### config.mk
export PLATFORM = sky130hd
export DESIGN_NAME = pe_act_broadcast_engine
export DESIGN_NICKNAME = d
export VERILOG_FILES = /design/src/rtl/pe_act_broadcast_engine.sv
export SDC_FILE = /design/constraint.sdc
export NUM_CORES = 1
export LEC_CHECK = 0
export ABC_AREA = 1
export CELL_PAD_IN_SITES_DETAIL_PLACEMENT = 1
export CELL_PAD_IN_SITES_GLOBAL_PLACEMENT = 1
export CORE_ASPECT_RATIO = 0.7
export CORE_MARGIN = 2
export CORE_UTILIZATION = 40
export DETAILED_ROUTE_END_ITERATION = 8
export PLACE_DENSITY = 0.87
export SETUP_SLACK_MARGIN = 0.1
export SLEW_MARGIN = 10
export SYNTH_ARGS = -nofsm -noshare
export SYNTH_HDL_FRONTEND = slang
export SYNTH_SLANG_ARGS = --single-unit
export TNS_END_PERCENT = 100
### constraint.sdc
create_clock -name clk -period 2.8 [get_ports clk]
set_clock_uncertainty 0.15 [all_clocks]
set_input_delay 0.28 -clock clk [delete_from_list [all_inputs] [get_ports clk]]
set_output_delay 0.28 -clock clk [all_outputs]
set_load 0.005 [all_outputs]
### src/rtl/pe_act_broadcast_engine.sv
// ============================================================================
// Module   : pe_act_broadcast_engine
// Purpose  : Streams a PE's local activations from its register file to the
//            router as broadcast flits, buffered by a 2-entry skid buffer and
//            closed by a terminator flit carrying the sent-flit count.
// Option   : PE_ACT_ZERO_SKIP_EN - drop zero-valued activations
// Revision : 1.0 - initial release
// ============================================================================
`default_nettype none

module pe_act_broadcast_engine #(
   parameter int                      PE_IDX        = 0,
   parameter int                      DATA_W        = 16,
   parameter int                      ACT_NO_W      = 6,
   parameter int                      IDX_W         = 10,
   parameter int                      ROUTER_ADDR_W = 4,
   parameter logic [ROUTER_ADDR_W-1:0] BCAST_ADDR   = '1
) (
   input  logic                     clk,
   input  logic                     rst,
   input  logic                     start,
   input  logic [ACT_NO_W-1:0]      in_act_no,
   input  logic [IDX_W-1:0]         act_base,
   output logic                     rd_en,
   output logic [ACT_NO_W-1:0]      rd_addr,
   input  logic [DATA_W-1:0]        rd_data,
   input  logic                     router_rdy,
   output logic                     send_en,
   output logic [ROUTER_ADDR_W-1:0] send_addr,
   output logic [DATA_W-1:0]        send_data,
   output logic [IDX_W-1:0]         send_idx,
   output logic                     send_last,
   output logic                     busy,
   output logic                     fin_broadcast
);

   // The terminator zero-extends the count into the data field.
   if ((PE_IDX < 0) || (DATA_W < ACT_NO_W)) begin : g_bad_params
      $error("pe_act_broadcast_engine: PE_IDX must be >= 0 and DATA_W >= ACT_NO_W");
   end

   typedef enum logic [1:0] {
      S_IDLE  = 2'd0,
      S_RUN   = 2'd1,
      S_DRAIN = 2'd2,
      S_TERM  = 2'd3
   } state_t;

   state_t              r_state;
   state_t              w_state_next;

   logic [ACT_NO_W-1:0] r_act_no;
   logic [ACT_NO_W-1:0] r_rd_addr;
   logic [ACT_NO_W-1:0] r_sent;
   logic [IDX_W-1:0]    r_base;
   logic                r_infl;
   logic [IDX_W-1:0]    r_infl_idx;
   logic [DATA_W-1:0]   r_buf_data [2];
   logic [IDX_W-1:0]    r_buf_idx  [2];
   logic                r_head;
   logic [1:0]          r_occ;
   logic                r_fin;

   logic                w_start_ok;
   logic                w_pop;
   logic                w_push;
   logic                w_rd;
   logic                w_last_rd;
   logic                w_term_ack;
   logic                w_tail;
   logic [1:0]          w_occ_eff;
   logic [1:0]          w_occ_next;

   assign w_start_ok = (r_state == S_IDLE) && start;
   assign w_term_ack = (r_state == S_TERM) && router_rdy;
   assign w_pop      = (r_occ != 2'd0) && router_rdy;

`ifdef PE_ACT_ZERO_SKIP_EN
   assign w_push = r_infl && (rd_data != '0);
`else
   assign w_push = r_infl;
`endif

   // Slot freed by this cycle's pop may be refilled, so reads see post-pop occupancy.
   assign w_occ_eff  = r_occ - {1'b0, w_pop};
   assign w_occ_next = w_occ_eff + {1'b0, w_push};
   assign w_rd       = (r_state == S_RUN) && ((w_occ_eff + {1'b0, r_infl}) < 2'd2);
   assign w_last_rd  = w_rd && (r_rd_addr == (r_act_no - 1'b1));
   assign w_tail     = r_head ^ r_occ[0];

   always_comb begin
      w_state_next = r_state;
      case (r_state)
         S_IDLE: begin
            if (start) begin
               w_state_next = (in_act_no != '0) ? S_RUN : S_TERM;
            end
         end
         S_RUN: begin
            if (w_last_rd) begin
               w_state_next = S_DRAIN;
            end
         end
         S_DRAIN: begin
            // No reads are issued here, so after this edge nothing is in flight.
            if (w_occ_next == 2'd0) begin
               w_state_next = S_TERM;
            end
         end
         S_TERM: begin
            if (router_rdy) begin
               w_state_next = S_IDLE;
            end
         end
         default: w_state_next = S_IDLE;
      endcase
   end

   always_ff @(posedge clk or negedge rst) begin
      if (!rst) begin
         r_state      <= S_IDLE;
         r_act_no     <= '0;
         r_rd_addr    <= '0;
         r_sent       <= '0;
         r_base       <= '0;
         r_infl       <= 1'b0;
         r_infl_idx   <= '0;
         r_head       <= 1'b0;
         r_occ        <= 2'd0;
         r_fin        <= 1'b0;
         for (int i = 0; i < 2; i++) begin
            r_buf_data[i] <= '0;
            r_buf_idx[i]  <= '0;
         end
      end else begin
         r_state <= w_state_next;
         r_fin   <= w_term_ack;
         r_infl  <= w_rd;
         r_occ   <= w_occ_next;

         if (w_start_ok) begin
            r_act_no  <= in_act_no;
            r_base    <= act_base;
            r_rd_addr <= '0;
            r_sent    <= '0;
         end

         if (w_rd) begin
            r_rd_addr  <= r_rd_addr + 1'b1;
            r_infl_idx <= r_base + IDX_W'(r_rd_addr);
         end

         if (w_pop) begin
            r_head <= ~r_head;
            r_sent <= r_sent + 1'b1;
         end

         if (w_push) begin
            r_buf_data[w_tail] <= rd_data;
            r_buf_idx[w_tail]  <= r_infl_idx;
         end
      end
   end

   assign rd_en         = w_rd;
   assign rd_addr       = r_rd_addr;
   assign send_en       = (r_occ != 2'd0) || (r_state == S_TERM);
   assign send_last     = (r_state == S_TERM);
   assign send_addr     = send_en ? BCAST_ADDR : '0;
   assign send_data     = send_last ? DATA_W'(r_sent) : r_buf_data[r_head];
   assign send_idx      = send_last ? '0 : r_buf_idx[r_head];
   assign busy          = (r_state != S_IDLE);
   assign fin_broadcast = r_fin;

endmodule

`default_nettype wire

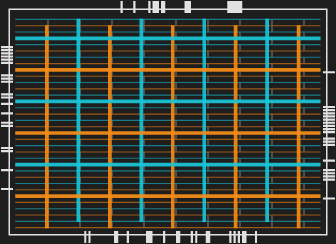
*Floorplan with the power grid, run 1*
Pins as bars on the die edge. Tap cells in grey.
Key: cyan = VDD; orange = VSS
The core has 33 rows. 157 tap cells. 34 met1 rails follow the rows. 77 signal pins sit on the boundary.
maximum vdd ir drop: 0.412 mV
Core Area: 11,800 µm²

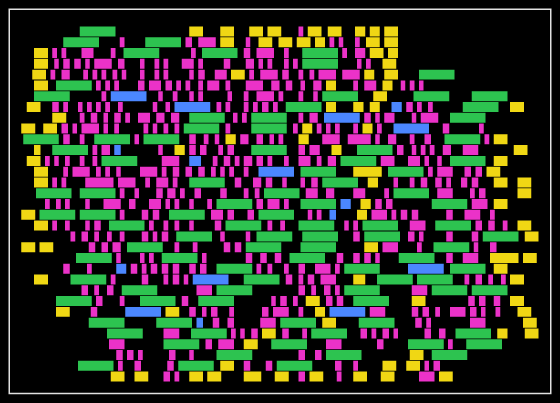
*Cell classes on the final placement, run 1*
Key: green = sequential cells [cells 97, share of their area 41%]; blue = clock drivers and dummy loads [cells 16, share of their area 4.5%]; yellow = remaining buffers and delay cells [cells 99, share of their area 16%]; magenta = remaining logic cells [cells 445, share of their area 39%]

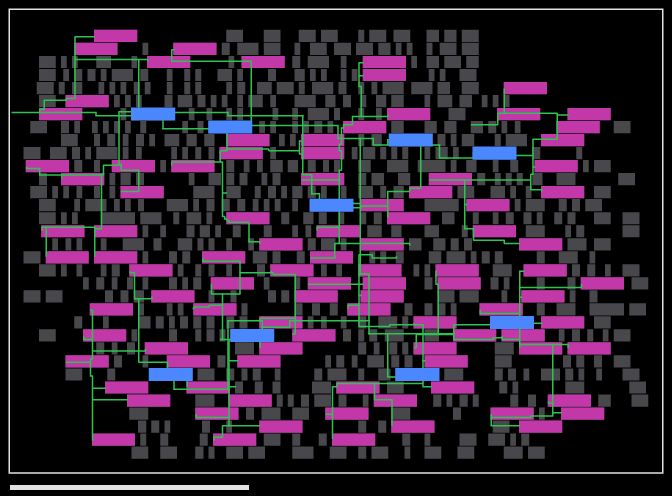
*Routed clock nets over the placement, run 1*
Scale bar: 50 µm.
Key: magenta = flip-flops [count 97]; green = clock wires [length 1,270 µm]; blue = clock-net drivers [count 9]
There are 10 routed clock nets.

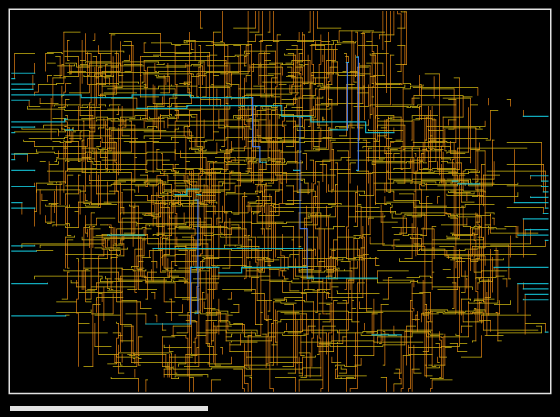
*Signal wires by layer, run 1*
Scale bar: 50 µm.
Key: blue = M4 [wire length 149 µm]; yellow = M1 [wire length 6,120 µm]; orange = M2 [wire length 6,700 µm]; cyan = M3 [wire length 468 µm]

==> run summary, run 1 <==
Fin cells -> 814
Overall power -> 7080 µW
Fmax -> 384 MHz
Clock sinks -> 97
Detailed placement HPWL -> 9480 µm
Nets -> 705
Met2 Resource Use GR -> 39.5%
Worst Setup EP -> send_data[2]
Layout area overhead -> 26.0%
Initial DRC Count -> 199
Post-layout util -> 52.2%
N_taps -> 157
FF-to-FF path depth -> 18
Dpl cells -> 789
Kind of critical path -> reg2out
Multi-input gate share of total cell area -> 32.8%
# Cells Yosys -> 567
Critical Path Fanout Max -> 8
Status -> complete, no violations
Share of cells above drive strength 1 -> 11.4%
RePlAce Congestion -> 0.873
Largest net degree at the start of global routing -> 61
M3 GR Usage -> 5.27%
Type of the tightest min-delay check -> in2async
Vias in the first global route -> 4,512
Setup WS post-layout -> 0.194 ns
Mean Syn Cell Area -> 8.63 µm²
Clk pwr -> 1160 µW
Multi-input gates -> 368
Register-to-register setup slack -> 0.27 ns
Final setup violation count -> 0
Comb pwr -> 3530 µW
Synth Instances -> 567
Sw Ratio -> 39.4%
Distinct lib cells -> 33
CTS Buf Count -> 9
Sequential power -> 2390 µW
GRT busiest layer -> met2
Area after DPL -> 5810 µm²
Seq_cells -> 97
Post-synth EDFFs -> 0
Sequential share of cell area -> 39.4%
Layout clock area frac -> 4.40%
Setup crit start -> r_state[0]
MaxCap Viol Count -> 0
Chip Width -> 136 µm
Clock network power share -> 16.4%
Die Ht -> 96.5 µm
CLK BUF -> 9
CP Capture Type -> output pin
Post-synth area from yosys stat -> 4890 µm²
Uppermost layer routed -> met4
Number of ordinary inverters in the final layout -> 77
Pre-CTS setup slack -> 0.0136 ns
Internal power -> 4290 µW
Relative slew slack -> 49.1%
run 1: worst min-delay path by stage:
stage / end / cells past startpoint / slack, ns / start
finish: r_buf_data[31] / 2 / 0.30 / rst
global route: r_base[4] / 3 / 0.30 / act_base[4]
CTS: r_base[4] / 3 / 0.30 / act_base[4]
detailed placement: r_buf_data[6] / 1 / 0.14 / rst
global placement: r_buf_data[6] / 1 / 0.12 / rst
floorplan: fin_broadcast / 0 / -0.17 / rst
run 1: cell families after synthesis:
group           after synthesis  share of synthesized area [%]
mux                          24                           5.50
xor+xnor                     12                           2.30
buf+inv                     102                           9.10
fa+ha+maj                    17                           4.50
compound gates              130                           13.8
simple gates                185                           15.2
flops                        97                           49.6
run 1: registers in the layout, indices dropped and copies added, names as in the netlist:
name,flops
r_buf_idx,20
r_base,10
fin_broadcast,1
r_act_no,6
r_state,2
r_buf_data,32
r_infl,1
r_sent,6
r_occ,2
rd_addr,6
r_head,1
r_infl_idx,10
run 1: synth_stat cells (2+ instances only):
library cell  number  area share (%)
xnor2_1            5            0.89
nand3_1           17             1.7
nand2_1          131              10
nor2_1            25             1.9
buf_6              5             1.2
inv_1             75             5.8
mux2_2            23             5.3
buf_2              5            0.51
o22ai_1            7            0.89
nand2_2            3            0.38
nor3_1             2            0.20
nand4_1            4            0.51
clkbuf_1          10            0.77
ha_1              16             4.1
a21oi_1           38             3.9
xor2_1             6             1.1
buf_4              5            0.77
o21ai_0           76             7.8
o21ai_1            4            0.41
dfrtp_1           97              50
run 1: critical path: stages (launching register included):
cell	delay [ns]
dfrtp_1	0.36
ha_1	0.23
clkinvlp_4	0.16
buf_4	0.19
o21ai_0	0.07
a21oi_1	0.06
a21oi_1	0.20
clkdlybuf4s50_1	0.55
### Routing congestion map, run 1

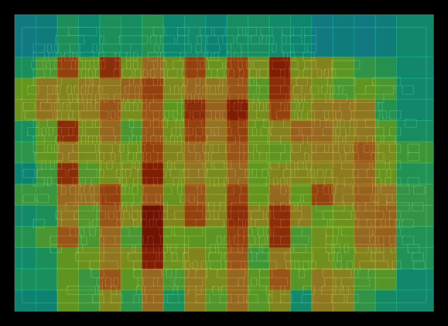

==> inputs of run 2 (changes only) <==
--- a/config.mk
+++ b/config.mk
@@ -12,7 +12,7 @@
 export CORE_MARGIN = 2
 export CORE_UTILIZATION = 40
 export DETAILED_ROUTE_END_ITERATION = 8
-export PLACE_DENSITY = 0.87
+export PLACE_DENSITY_LB_ADDON = 0.1
 export SETUP_SLACK_MARGIN = 0.1
 export SLEW_MARGIN = 10
 export SYNTH_ARGS = -nofsm -noshare
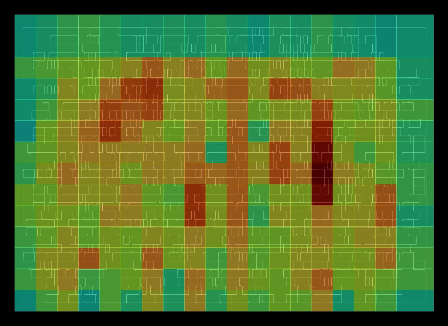
*Routing congestion map, run 2*
M3 GR Usage: 3.65%
GRT met1 Usage: 28.7%
met2 Resource Use GR: 35.2%
wire per inst: 16.0 µm
Total GRT Usage: 21.1%

==> run summary, run 2 <==
Simple-Gate Area Share -> 15.2% (unchanged)
Hold Vio Cnt, Final -> 0
CTS resizes -> 2
Pre-CTS setup slack -> -0.0284 ns (-0.0420 ns)
Most flop-heavy register -> r_buf_data
Core Area -> 11,800 µm² (unchanged)
FF-to-FF path depth -> 17 (-1)
Share of cells above drive strength 1 -> 10.8% (-0.66 points)
# Cells Yosys -> 567 (unchanged)
CTS root buffer -> clkbuf_16
Setup WS post-layout -> 0.252 ns (+0.0583 ns)
Final Cycle Share -> 91.0%
Critical Path Fanout Max -> 17 (+9)
MUX share of area -> 5.50% (unchanged)
Top logic cells by instance count in the layout -> nand2_1 (131), dfrtp_1 (96), o21ai_0 (76)
Worst EP required -> 2.37 ns
CTS tree -> done
Top-count cell post-synth -> nand2_1
Chip Width -> 136 µm (unchanged)
Top Registers -> r_buf_data (32), r_buf_idx (20)
Synth Area in Compound Gates -> 13.8% (unchanged)
RePlAce Congestion -> 0.822 (-5.8%)
Antenna-violating nets left -> 0
Layout area overhead -> 25.5%
Bufs w/o clock -> 94
Synth Instances -> 567 (unchanged)
Unrepaired setup endpoints after global routing -> false
N_diodes -> 0
Status -> complete, no violations
Commonest cells in the netlist -> nand2_1 (131), dfrtp_1 (97), o21ai_0 (76)
CP Capture Type -> output pin
Syn Std Cell Area -> 4890 µm²
MaxCap Viol Count -> 0 (unchanged)
R2r startpoint -> r_occ[1]
Pre-antenna DRT Iters -> 4
XOR/XNOR share of the synthesized area -> 2.30% (unchanged)
Largest net degree at the start of global routing -> 69 (+13%)
Final setup violation count -> 0 (unchanged)
CLK BUF -> 10 (+1)
Ports -> 77
Vias -> 4,079
Multi-input gate share of total cell area -> 33.1% (+0.29 points)
Distinct lib cells -> 33 (unchanged)
Maximum vdd ir drop -> 0.448 mV (+8.7%)
Nets -> 700 (-0.71%)
Slew at the pin closest to its max-slew limit -> 0.592 ns
Post-synth area from yosys stat -> 4890 µm² (unchanged)
Multi-input gates -> 368 (unchanged)
Kind of critical path -> reg2out
Port Buffers -> 76
Largest register FFs -> 32 (unchanged)
Fmax -> 392 MHz (+2.3%)
Area after DPL -> 5820 µm² (+0.17%)
N_taps -> 157 (unchanged)
Clock sinks -> 97 (unchanged)
Register-to-register setup slack -> 0.39 ns (+0.12 ns)
Top cell excl fill/tap -> nand2_1
Grt ovf -> 0
Initial DRC Count -> 169 (-15%)
Layout clock area frac -> 4.42% (+0.020 points)
Adder Share, Synth -> 4.50% (unchanged)
Synth top area cells -> dfrtp_1 (50%), nand2_1 (10%), o21ai_0 (7.8%)
Vias in the first global route -> 4,355 (-3.5%)
Leakage -> 0.00289 µW
NonClk Buf Share -> 15.0%
Mean Syn Cell Area -> 8.63 µm² (unchanged)
Max-area cell share -> 49.6% (unchanged)
Die Ht -> 96.5 µm (unchanged)
Worst setup SP type -> flop
Seq_cells -> 97 (unchanged)
Synth area leader -> dfrtp_1
Main flop type -> dfrtp_1
Type of the tightest min-delay check -> in2async
Detailed placement HPWL -> 9230 µm (-2.6%)
Post-synth EDFFs -> 0 (unchanged)
CTS Buf Count -> 9 (unchanged)
Clk buf depth -> 2
First-pass GRT wire length -> 21,500 µm
Top logic family -> simple AND/OR/NAND/NOR gates
Relative slew slack -> 60.5% (+11 points)
Async SR Flop Fraction -> 100%
Number of ordinary inverters in the final layout -> 77 (unchanged)
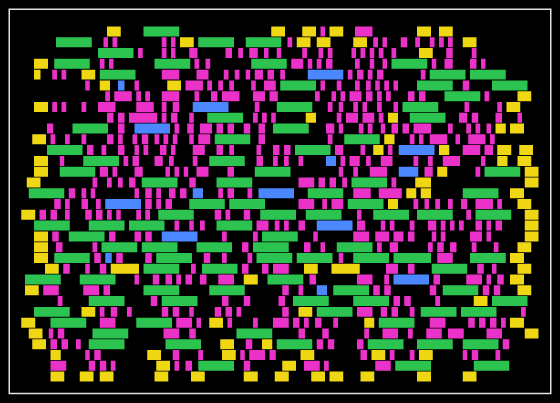
*Cell classes on the final placement, run 2*
Key: magenta = remaining logic cells [cells 445, share of their area 39%]; green = sequential cells [cells 97, share of their area 41%]; blue = clock drivers and dummy loads [cells 15, share of their area 4.6%]; yellow = remaining buffers and delay cells [cells 94, share of their area 15%]
post-layout util: 52.0%
post-route cell area: 6140 µm²
sequential share of cell area: 39.6%
FP Rows: 33

==> run 2: worst max path at each step <==
stage / from / endpoint / slack [ns]
2_1_floorplan: r_occ[0] / rd_en / 0.54
6_report: r_state[0] / send_idx[4] / 0.25
5_1_grt: r_occ[1] / rd_en / 0.10
3_5_place_dp: router_rdy / rd_en / -0.03
4_1_cts: r_state[0] / send_idx[4] / 0.11
3_3_place_gp: router_rdy / rd_en / 0.03
==> run 2: where the power goes <==
part	internal, µW	leakage (µW)	switching [µW]
registers	2020	0.00121	413
logic	1660	0.00155	1770
clock network	619	0.000126	541
total	4300	0.00289	2730
==> run 2: worst max-delay path, stage by stage, from the launching register on <==
cell and delay, ns:
dfrtp_1 0.41, ha_1 0.23, inv_1 0.09, buf_6 0.18
o21ai_0 0.13, a21oi_2 0.19, clkdlybuf4s50_1 0.53
==> run 2: cells by family after synthesis <==
| group | after synthesis |
|---|---|
| buf+inv | 102 |
| compound gates | 130 |
| mux | 24 |
| fa+ha+maj | 17 |
| flops | 97 |
| xor+xnor | 12 |
| simple gates | 185 |
==> run 2: per-stage QoR <==
step | total power [µW] | instances | TNS (ns) | util (%)
floorplan | 4330 | 567 | 0 | -
global placement | 5650 | 788 | 0 | 49.3
detailed placement | 5840 | 788 | -0.0284 | 49.3
CTS | 7070 | 807 | 0 | 51.9
global route | 7640 | 808 | 0 | 52.0
finish | 7030 | 808 | 0 | 52.0
==> run 2: metal layers <==
| layer | global-route usage [%] | share of wire [%] | up-vias |
|---|---|---|---|
| met5 | 0 | 0 | - |
| met4 | 5.64 | 1.1 | 0 |
| met3 | 3.65 | 2.9 | 11 |
| met2 | 35.2 | 47 | 64 |
| met1 | 28.7 | 49 | 2023 |
| li1 | - | - | 1981 |
No activity file was given, so power comes from the tool's default toggle rates.
